**Run 1: pin map**

Scale: 4 px per um. Pins as bars across the die edge, other pins in grey.
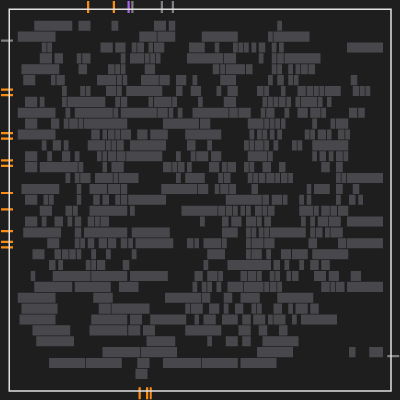
**Run 1: the metal 2 layer**

Scale: 4 px per um.
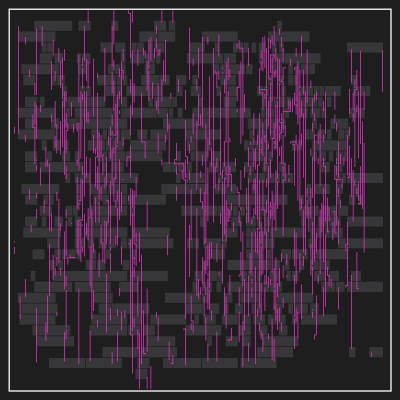
**Run 1: routed metal per tile**

Scale: 4 px per um. The die is cut into 19 by 19 equal tiles; dark blue is low, red is high, scaled to the fullest tile. Values are wire area over tile area, all layers added.
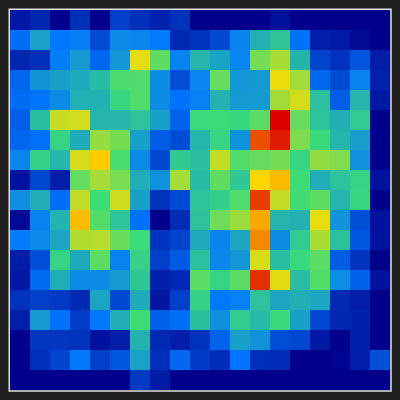
**Run 1: metal 3**

Scale: 4 px per um.
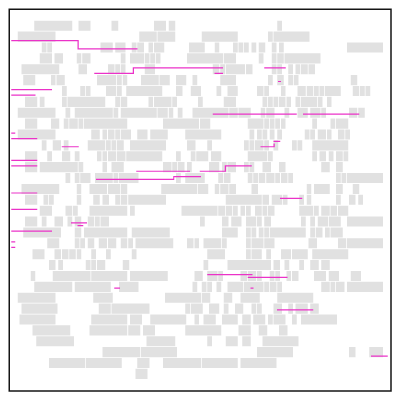
File: config.mk
export PLATFORM = sky130hd
export DESIGN_NAME = sequence_gen
export DESIGN_NICKNAME = d
export VERILOG_FILES = /design/src/rtl/sequence_gen.sv
export SDC_FILE = /design/constraint.sdc
export NUM_CORES = 1
export LEC_CHECK = 0
export ABC_AREA = 1
export CAP_MARGIN = 0
export CORE_MARGIN = 1.5
export CORE_UTILIZATION = 40
export CTS_CLUSTER_SIZE = 40
export DETAILED_ROUTE_END_ITERATION = 16
export PLACE_DENSITY_LB_ADDON = 0.05
export SLEW_MARGIN = 20
export SYNTH_ARGS = -nofsm -noshare
export SYNTH_HDL_FRONTEND = slang
export SYNTH_SLANG_ARGS = --single-unit
File: constraint.sdc
create_clock -name clk -period 1.85 [get_ports clk]
set_input_delay 0.37 -clock clk [delete_from_list [all_inputs] [get_ports clk]]
set_output_delay 0.37 -clock clk [all_outputs]
set_load 0.02 [all_outputs]
File: src/rtl/sequence_gen.sv
// Four-nibble one-cold sequence generator: LFSR-driven GEN, timed SHOW, HOLD for player entry.
// Optional build macro SEQ_GEN_NOREPEAT_EN forbids equal adjacent nibbles.
module sequence_gen #(
    parameter int unsigned SHOW_CYCLES = 100000000,
    parameter logic [15:0] LFSR_SEED   = 16'hACE1
) (
    input  logic        clk,
    input  logic        reset,
    input  logic        start,
    output logic [15:0] Sequence_out,
    output logic        display,
    output logic        busy,
    output logic        seq_valid
);
    localparam int CNT_W = 27;

    typedef enum logic [1:0] {IDLE, GEN, SHOW, HOLD} state_t;

    state_t           state_q, state_d;
    logic [15:0]      seq_q, seq_d;
    logic [15:0]      lfsr_q, lfsr_d;
    logic [CNT_W-1:0] cnt_q, cnt_d;
    logic [1:0]       idx_q, idx_d;
    logic [1:0]       sel;

    // Code index 0..3 selects which bit is cold: E, D, B, 7.
    function automatic logic [3:0] code_of(input logic [1:0] s);
        return ~(4'b0001 << s);
    endfunction

    assign lfsr_d = {lfsr_q[14:0], lfsr_q[15] ^ lfsr_q[13] ^ lfsr_q[12] ^ lfsr_q[10]};

`ifdef SEQ_GEN_NOREPEAT_EN
    logic [3:0] prev_nib;

    always_comb begin
        prev_nib = 4'hF;
        case (idx_q)
            2'd1:    prev_nib = seq_q[3:0];
            2'd2:    prev_nib = seq_q[7:4];
            2'd3:    prev_nib = seq_q[11:8];
            default: prev_nib = 4'hF;
        endcase
    end

    // Index wraps 3->0, giving the cyclic order E->D->B->7->E.
    always_comb begin
        sel = lfsr_q[1:0];
        if (idx_q != 2'd0 && code_of(lfsr_q[1:0]) == prev_nib)
            sel = lfsr_q[1:0] + 2'd1;
    end
`else
    always_comb begin
        sel = lfsr_q[1:0];
    end
`endif

    always_comb begin
        state_d = state_q;
        seq_d   = seq_q;
        cnt_d   = cnt_q;
        idx_d   = idx_q;
        case (state_q)
            IDLE, HOLD: begin
                if (start) begin
                    state_d = GEN;
                    seq_d   = 16'hFFFF;
                    idx_d   = 2'd0;
                end
            end
            GEN: begin
                seq_d[{idx_q, 2'b00} +: 4] = code_of(sel);
                idx_d = idx_q + 2'd1;
                if (idx_q == 2'd3) begin
                    state_d = SHOW;
                    cnt_d   = CNT_W'(SHOW_CYCLES);
                end
            end
            SHOW: begin
                // Last display cycle: leave SHOW so display is high exactly SHOW_CYCLES cycles.
                if (cnt_q <= CNT_W'(1)) begin
                    state_d = HOLD;
                    cnt_d   = '0;
                end else begin
                    cnt_d = cnt_q - CNT_W'(1);
                end
            end
            default: state_d = IDLE;
        endcase
    end

    always_ff @(posedge clk or negedge reset) begin
        if (!reset) begin
            state_q <= IDLE;
            seq_q   <= 16'hFFFF;
            lfsr_q  <= LFSR_SEED;
            cnt_q   <= '0;
            idx_q   <= 2'd0;
        end else begin
            state_q <= state_d;
            seq_q   <= seq_d;
            lfsr_q  <= lfsr_d;
            cnt_q   <= cnt_d;
            idx_q   <= idx_d;
        end
    end

    assign Sequence_out = seq_q;
    assign busy         = (state_q == GEN) || (state_q == SHOW);
    assign display      = (state_q == SHOW);
    assign seq_valid    = (state_q == HOLD);

endmodule
==> results.tsv, run 1 <==
stage	metric	value	unit
status	status	completed	
synthesis	synthCells	415	
timing	grt_setup_unrepaired	true	
placed_design	globalplace.congestion	0.8677	
drt	antenna_left	0	
worst_setup_path	cp_data_required_time	1.48	ns
flow_run	warnings	34	
finish	fill_cells	819	
synthesis	syn_area_per_cell	8.167	um^2
timing	holdWs	0.3452	ns
power	powerClk	1.54	mW
cts	root_buffer	clkbuf_8	
worst_setup_path	worst_setup_path_end_kind	primary output	
cts	cts_tree	done	
worst_setup_path	start_kind	flop	
finish	drive_above_1_share	23.00	%
worst_setup_path	ff2ff_setup_slack	0.13	ns
synthesis	edf_count	0	
timing	fmax	570.9	MHz
power	power_frac_clock	23.2	%
timing	setup_viol	0	
worst_hold_path	hold_path_end	lfsr_q[15]	
worst_hold_path	worstHoldStart	lfsr_q[14]	
cts	cts_setup_buffers	0	
grt	grt_pass1_vias	2809	
power	p_sw	2.776	mW
worst_setup_path	critPathSlowestCell	dfrtp_1	
worst_setup_path	cp_cell_sequence	buf_4 > ha_1 > dlygate4sd2_1	
synthesis	async_flop_share	100.0	%
synthesis	topCellsByArea	dfrtp_1, dfstp_2, nand2_1	
worst_setup_path	r2r-end	cnt_q[2]	
worst_setup_path	cpLargestDelayFamily	buffers and inverters	
floorplanning	ios	22	
worst_setup_path	arrival	1.38	ns
power	internal_power	3.876	mW
cts	cts.sinks	63	
placed_design	dp_hpwl	5.866	mm
finish	regMostFlops	cnt_q	
drt	viasPerCell	4.784	
synthesis	top_cell_area_share	28.79	%
synthesis	yosysUniqueCellTypes	29	
finish	logic_area	1534	um^2
drt	drtIter0Drc	69	
finish	top_area_cell_class	sequential cells	
grt	grt_max_degree	27	
synthesis	ys_chip_area	3390	um^2
placed_design	pre_cts_ws	0.05312	ns
synthesis	syn_area	3390	um^2
grt	grt_overflow	0	
cts	clk_latency	0.36	ns
synthesis	synthSimpleGateAreaFrac	28.76	%
synthesis	synth_top_cell_by_count	nand2_1	
synthesis	yosysWarnings	0	
synthesis	synth-compound-area-share	8.121	%
cts	post_cts_resized	21	
finish	n_all_buffers	50	
finish	nClkBuffers	9	
finish	final_cell_mix	nand2_1, nor2_1, inv_1	
grt	use_met1	24.47	%
power	p_total	6.652	mW
synthesis	ys_sh_mux	0	%
grt	grt_first_pass_wirelength	13.26	mm
worst_setup_path	path_max_fanout	3	
worst_setup_path	cp.depth	3	
power	comb_power	3.12	mW
power	largestPowerGroup	combinational cells	
floorplanning	core_area	8217	um^2
finish	stdcell_area	4149	um^2
cts	path_clk_slew	0.09	ns
finish	seq_share	38.72	%
worst_setup_path	path_class	reg2out	
power	vdd_ir_drop_max	0.9437	mV
synthesis	syn_nets	428	
floorplanning	rows	33	
power	powerDensity	1603	nW/um^2
synthesis	ys_seq_share	47.40	%
drt	drtPass1Iterations	4	
worst_setup_path	crit_end	seq_valid	
floorplanning	taps	105	
synthesis	top_area_cell	dfrtp_1	
worst_hold_path	min_path_cells	0	
placed_design	placed_area	3897	um^2
finish	inverters	57	
floorplanning	die-area	9035	um^2
drt	drc	0	
cts	cts.path.max_buffers	2	
finish	clkCellAreaFrac	6.062	%
power	power_leakage	1.955	nW
synthesis	ys.flops	63	
grt	grt_busiest_layer	met2	
worst_setup_path	reg2reg_from	cnt_q[3]	
worst_setup_path	cp-startpoint	state_q[0]	
floorplanning	fp_util	41.25	%
worst_setup_path	cpPeakStageDelay	0.40	ns
worst_hold_path	hold_path.class	reg2reg	
timing	post-route-period-util	94.69	%
cts	holdBufCountCts	1	
synthesis	common_cells	nand2_1, nor2_1, inv_1, dfrtp_1, nand3_1	
worst_setup_path	path_buffers	2	
finish	fin_cells	579	
finish	comb_area_share	36.97	%
power	seqPwrFrac	29.9	%
finish	utilization	50.49	%
finish	largest_reg_flops	27	
finish	buffer_area_share	9.801	%
power	p_seq	1.99	mW
finish	nMultiInputCombCells	288	
power	netSwitchingFraction	41.73	%
timing	finalWorstSetupSlack	0.09825	ns
synthesis	synthTopLogicFamily	simple AND/OR/NAND/NOR gates	
timing	slew_headroom	70.47	%
synthesis	xor_share	4.134	%
finish	num_antenna_cells	0	
finish	num-nets-final	482	
placed_design	placedCellCount	562	
cts	ctsHtreeMaxLevel	3	
finish	final_common_cell	nand2_1	
synthesis	ys_cells	415	
finish	syn_to_final_growth	22.41	%
timing	setup-tns-final	0	ns
synthesis	flop_cell	dfrtp_1	
timing	worst_pin_slew	0.4389	ns
drt	wl_met3	274	um
timing	fin_skew	0.01357	ns
finish	seqCellArea	1607	um^2
Back to the opening pictures, 'pin map':
start -> purple  # pins 1, direction input, edge top
Sequence_out -> orange  # pins 16, direction output, edge 11 left, 3 bottom, 2 top
width of the die: 95.05 um
I/O Buffers: 21

Back to the opening pictures, 'the metal 2 layer':
main direction = vertical
longest straight run = 43.5 um
vias: 2770
total wire length: 7.786 mm
met2 Resource Use GR: 32.68%

Back to the opening pictures, 'routed metal per tile':
tiles over half the peak = 18%
nearly empty tiles = 13%
fullest tile = 0.45
global-route usage over all layers: 19.47%
WL per Instance: 13.45 um

Back to the opening pictures, 'metal 3':
main direction = horizontal
wire length on this layer = 274 um
GR Layer Usage met3: 3.907%

==> run 2: changes to the inputs <==
--- a/config.mk
+++ b/config.mk
@@ -9,7 +9,6 @@
 export CAP_MARGIN = 0
 export CORE_MARGIN = 1.5
 export CORE_UTILIZATION = 40
-export CTS_CLUSTER_SIZE = 40
 export DETAILED_ROUTE_END_ITERATION = 16
 export PLACE_DENSITY_LB_ADDON = 0.05
 export SLEW_MARGIN = 20
==> run 2 against run 1 <==
Worst setup slack unchanged; hold slack stayed put; sequential cell count did not move; clock skew did not move; cell count stayed put; clock power about the same; first-iteration DRC count unchanged; sequential share of layout area unchanged; register-to-register slack barely moved; critical endpoint unchanged; largest cell class unchanged; highest routed layer unchanged.
==> results.tsv, run 2 <==
stage	metric	value	unit	change
status	status	completed		unchanged
cts	root_buffer	clkbuf_8		unchanged
worst_hold_path	worstHoldStart	lfsr_q[14]		unchanged
drt	totalWireLength	7.786	mm	unchanged
finish	nMultiInputCombCells	288		unchanged
grt	grt_overflow	0		unchanged
worst_setup_path	cp_data_required_time	1.48	ns	about the same
synthesis	async_flop_share	100.0	%	unchanged
power	internal_power	3.876	mW	unchanged
finish	final_cell_mix	nand2_1, nor2_1, inv_1		unchanged
finish	drive_above_1_share	23.00	%	unchanged
worst_hold_path	hold_path_end	lfsr_q[15]		unchanged
timing	slew_headroom	70.47	%	unchanged
grt	met2_usage	32.68	%	unchanged
synthesis	ys_cells	415		unchanged
drt	drtPass1Iterations	4		unchanged
floorplanning	fp_util	41.25	%	unchanged
worst_setup_path	reg2reg_from	cnt_q[3]		unchanged
synthesis	top_cell_area_share	28.79	%	unchanged
timing	fin_skew	0.01357	ns	unchanged
finish	syn_to_final_growth	22.41	%	unchanged
power	largestPowerGroup	combinational cells		unchanged
cts	post_cts_resized	21		unchanged
synthesis	syn_nets	428		unchanged
worst_setup_path	cp-startpoint	state_q[0]		unchanged
drt	num_vias	2770		unchanged
floorplanning	die-width	95.05	um	unchanged
grt	grt_max_degree	27		unchanged
grt	grt_use_met3	3.907	%	unchanged
synthesis	ys_sh_mux	0	%	unchanged
placed_design	portBuffers	21		unchanged
drt	viasPerCell	4.784		unchanged
synthesis	topCellsByArea	dfrtp_1, dfstp_2, nand2_1		unchanged
cts	cts_setup_buffers	0		unchanged
flow_run	warnings	34		unchanged
cts	clk_latency	0.36	ns	about the same
cts	cts.sinks	63		unchanged
finish	num-nets-final	482		unchanged
drt	drtIter0Drc	69		unchanged
worst_setup_path	path_max_fanout	3		unchanged
finish	regMostFlops	cnt_q		unchanged
placed_design	dp_hpwl	5.866	mm	unchanged
finish	fin_cells	579		unchanged
finish	clkCellAreaFrac	6.062	%	unchanged
synthesis	syn_area_per_cell	8.167	um^2	unchanged
timing	fmax	570.9	MHz	unchanged
cts	holdBufCountCts	1		unchanged
worst_setup_path	ff2ff_setup_slack	0.13	ns	about the same
power	p_seq	1.99	mW	about the same
floorplanning	rows	33		unchanged
power	power_frac_clock	23.2	%	about the same
grt	track_usage	19.47	%	unchanged
worst_hold_path	hold_path.class	reg2reg		unchanged
synthesis	synth-compound-area-share	8.121	%	unchanged
worst_setup_path	cp.depth	3		unchanged
synthesis	common_cells	nand2_1, nor2_1, inv_1, dfrtp_1, nand3_1		unchanged
synthesis	ys.flops	63		unchanged
power	p_total	6.652	mW	unchanged
drt	antenna_left	0		unchanged
placed_design	placedCellCount	562		unchanged
finish	final_common_cell	nand2_1		unchanged
cts	cts.path.max_buffers	2		unchanged
finish	nClkBuffers	9		unchanged
power	seqPwrFrac	29.9	%	about the same
finish	num_antenna_cells	0		unchanged
worst_setup_path	arrival	1.38	ns	about the same
synthesis	edf_count	0		unchanged
floorplanning	die-area	9035	um^2	unchanged
grt	grt_first_pass_wirelength	13.26	mm	unchanged
synthesis	synthSimpleGateAreaFrac	28.76	%	unchanged
floorplanning	taps	105		unchanged
finish	seq_share	38.72	%	unchanged
power	p_sw	2.776	mW	unchanged
synthesis	ys_chip_area	3390	um^2	unchanged
power	vdd_ir_drop_max	0.9437	mV	unchanged
worst_setup_path	path_class	reg2out		unchanged
power	netSwitchingFraction	41.73	%	unchanged
worst_setup_path	cpLargestDelayFamily	buffers and inverters		unchanged
cts	cts_tree	done		unchanged
synthesis	synthTopLogicFamily	simple AND/OR/NAND/NOR gates		unchanged
timing	post-route-period-util	94.69	%	unchanged
synthesis	yosysWarnings	0		unchanged
finish	comb_area_share	36.97	%	unchanged
timing	setup_viol	0		unchanged
power	power_leakage	1.955	nW	unchanged
finish	top_area_cell_class	sequential cells		unchanged
grt	grt_pass1_vias	2809		unchanged
drt	wl_per_cell	13.45	um	unchanged
worst_setup_path	crit_end	seq_valid		unchanged
finish	stdcell_area	4149	um^2	unchanged
placed_design	globalplace.congestion	0.8677		unchanged
timing	grt_setup_unrepaired	true		unchanged
finish	n_all_buffers	50		unchanged
worst_setup_path	cp_cell_sequence	buf_4 > ha_1 > dlygate4sd2_1		unchanged
drt	met2WireLength	3.805	mm	unchanged
finish	inverters	57		unchanged
timing	worst_pin_slew	0.4389	ns	unchanged
synthesis	ys_seq_share	47.40	%	unchanged
power	powerDensity	1603	nW/um^2	unchanged
drt	wl_met3	274	um	unchanged
worst_setup_path	start_kind	flop		unchanged
finish	logic_area	1534	um^2	unchanged
**Run 2: routed metal per tile**

Scale: 4 px per um. The die is cut into 19 by 19 equal tiles; dark blue is low, red is high, scaled to the fullest tile. Values are wire area over tile area, all layers added.
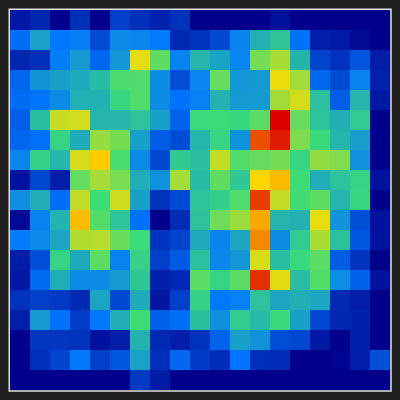
fullest tile = 0.45
tiles over half the peak = 18%
mean over tiles = 0.13
nearly empty tiles = 13%

**Run 2: congestion heat map**

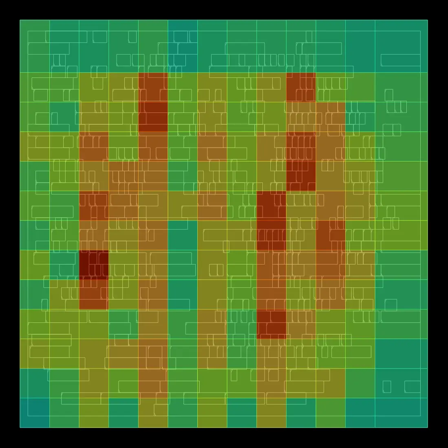
most used routing layer in global routing: met2
met1 usage: 24.47%
Core Util, Final: 50.49%

**Run 2: pin map**

Scale: 4 px per um. Pins as bars across the die edge, other pins in grey.
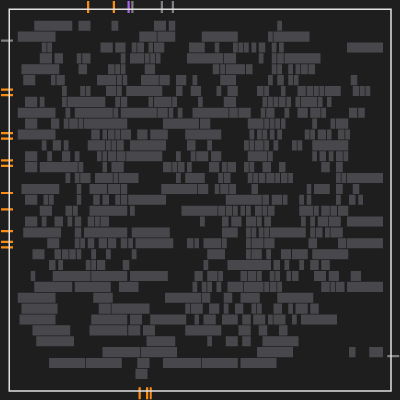
Sequence_out -> orange  # pins 16, direction output, edge 11 left, 3 bottom, 2 top
start -> purple  # pins 1, direction input, edge top
all pins by edge = 12 left, 6 top, 3 bottom, 1 right
Die H: 95.05 um

==> run 3: changes to the inputs <==
--- a/config.mk
+++ b/config.mk
@@ -10,6 +10,7 @@
 export CORE_MARGIN = 1.5
 export CORE_UTILIZATION = 40
 export DETAILED_ROUTE_END_ITERATION = 16
+export HOLD_SLACK_MARGIN = 0.06
 export PLACE_DENSITY_LB_ADDON = 0.05
 export SLEW_MARGIN = 20
 export SYNTH_ARGS = -nofsm -noshare
**Run 3: congestion heat map**

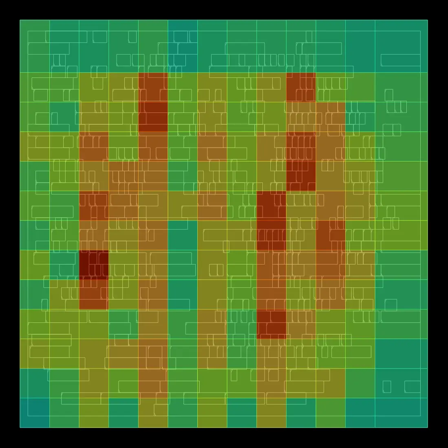

**Run 3: pin map**

Scale: 4 px per um. Pins as bars across the die edge, other pins in grey.
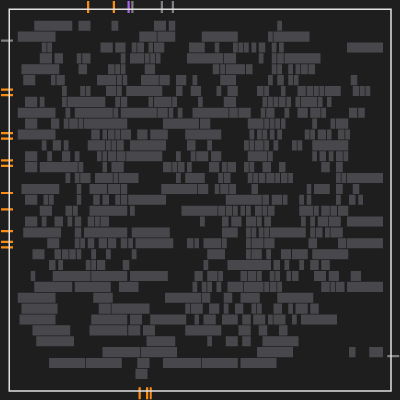
Sequence_out -> orange  # pins 16, direction output, edge 11 left, 3 bottom, 2 top
start -> purple  # pins 1, direction input, edge top
all pins by edge = 12 left, 6 top, 3 bottom, 1 right

**Run 3: the metal 2 layer**

Scale: 4 px per um.
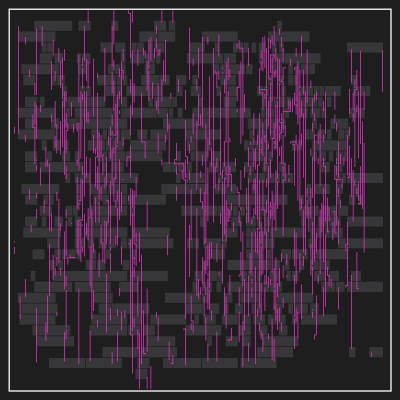
share of all routed wire = 49%
main direction = vertical
wire length on this layer = 3810 um
nets with wire on the layer = 385
longest straight run = 43.5 um

==> run 3 against run 2 <==
Sequential share of layout area unchanged; clock-buffer cell count unchanged; cell count unchanged; fmax is the same; first-iteration DRC count unchanged; total power unchanged; core utilization is the same; critical path depth is the same; die size is the same; combinational power barely moved; critical path type unchanged; highest routed layer unchanged.
==> results.tsv, run 3 <==
stage	metric	value	unit	change
status	status	completed		unchanged
finish	fill_cells	819		unchanged
finish	stdcell_area	4149	um^2	unchanged
floorplanning	taps	105		unchanged
finish	logic_area	1534	um^2	unchanged
synthesis	async_flop_share	100.0	%	unchanged
drt	met2WireLength	3.805	mm	unchanged
power	p_sw	2.776	mW	unchanged
finish	nMultiInputCombCells	288		unchanged
worst_setup_path	ff2ff_setup_slack	0.13	ns	about the same
power	seqPwrFrac	29.9	%	about the same
placed_design	globalplace.congestion	0.8677		unchanged
worst_setup_path	critPathSlowestCell	dfrtp_1		unchanged
finish	buffer_area_share	9.801	%	unchanged
finish	num-nets-final	482		unchanged
grt	met2_usage	32.68	%	unchanged
grt	grt_max_degree	27		unchanged
finish	seqCellArea	1607	um^2	unchanged
cts	clk_latency	0.36	ns	about the same
drt	totalWireLength	7.786	mm	unchanged
floorplanning	die-area	9035	um^2	unchanged
synthesis	syn_area_per_cell	8.167	um^2	unchanged
synthesis	ys_seq_share	47.40	%	unchanged
power	p_total	6.652	mW	unchanged
synthesis	yosysWarnings	0		unchanged
power	power_frac_clock	23.2	%	about the same
drt	drc	0		unchanged
worst_setup_path	crit_end	seq_valid		unchanged
worst_hold_path	worstHoldStart	lfsr_q[14]		unchanged
worst_setup_path	cpPeakStageDelay	0.40	ns	about the same
cts	post_cts_resized	21		unchanged
power	powerDensity	1603	nW/um^2	unchanged
worst_setup_path	start_kind	flop		unchanged
finish	clkCellAreaFrac	6.062	%	unchanged
drt	viasPerCell	4.784		unchanged
timing	slew_headroom	70.47	%	unchanged
floorplanning	fp_util	41.25	%	unchanged
timing	setup_viol	0		unchanged
finish	comb_area_share	36.97	%	unchanged
synthesis	xor_share	4.134	%	unchanged
worst_setup_path	worst_setup_path_end_kind	primary output		unchanged
synthesis	synthTopLogicFamily	simple AND/OR/NAND/NOR gates		unchanged
power	netSwitchingFraction	41.73	%	unchanged
power	power_leakage	1.955	nW	unchanged
finish	drive_above_1_share	23.00	%	unchanged
power	largestPowerGroup	combinational cells		unchanged
timing	post-route-period-util	94.69	%	unchanged
finish	syn_to_final_growth	22.41	%	unchanged
placed_design	placed_area	3897	um^2	unchanged
grt	grt_busiest_layer	met2		unchanged
finish	fin_cells	579		unchanged
grt	grt_overflow	0		unchanged
synthesis	synth-compound-area-share	8.121	%	unchanged
grt	use_met1	24.47	%	unchanged
placed_design	portBuffers	21		unchanged
worst_setup_path	cpLargestDelayFamily	buffers and inverters		unchanged
synthesis	ys.flops	63		unchanged
worst_hold_path	hold_path.class	reg2reg		unchanged
finish	top_area_cell_class	sequential cells		unchanged
cts	cts_tree	done		unchanged
synthesis	ys_cells	415		unchanged
timing	worst_pin_slew	0.4389	ns	unchanged
timing	fin_skew	0.01357	ns	unchanged
cts	cts.sinks	63		unchanged
worst_setup_path	path_buffers	2		unchanged
grt	grt_pass1_vias	2809		unchanged
worst_setup_path	cp_data_required_time	1.48	ns	about the same
Power figures rest on the tool's default switching activity, not on a simulated workload.
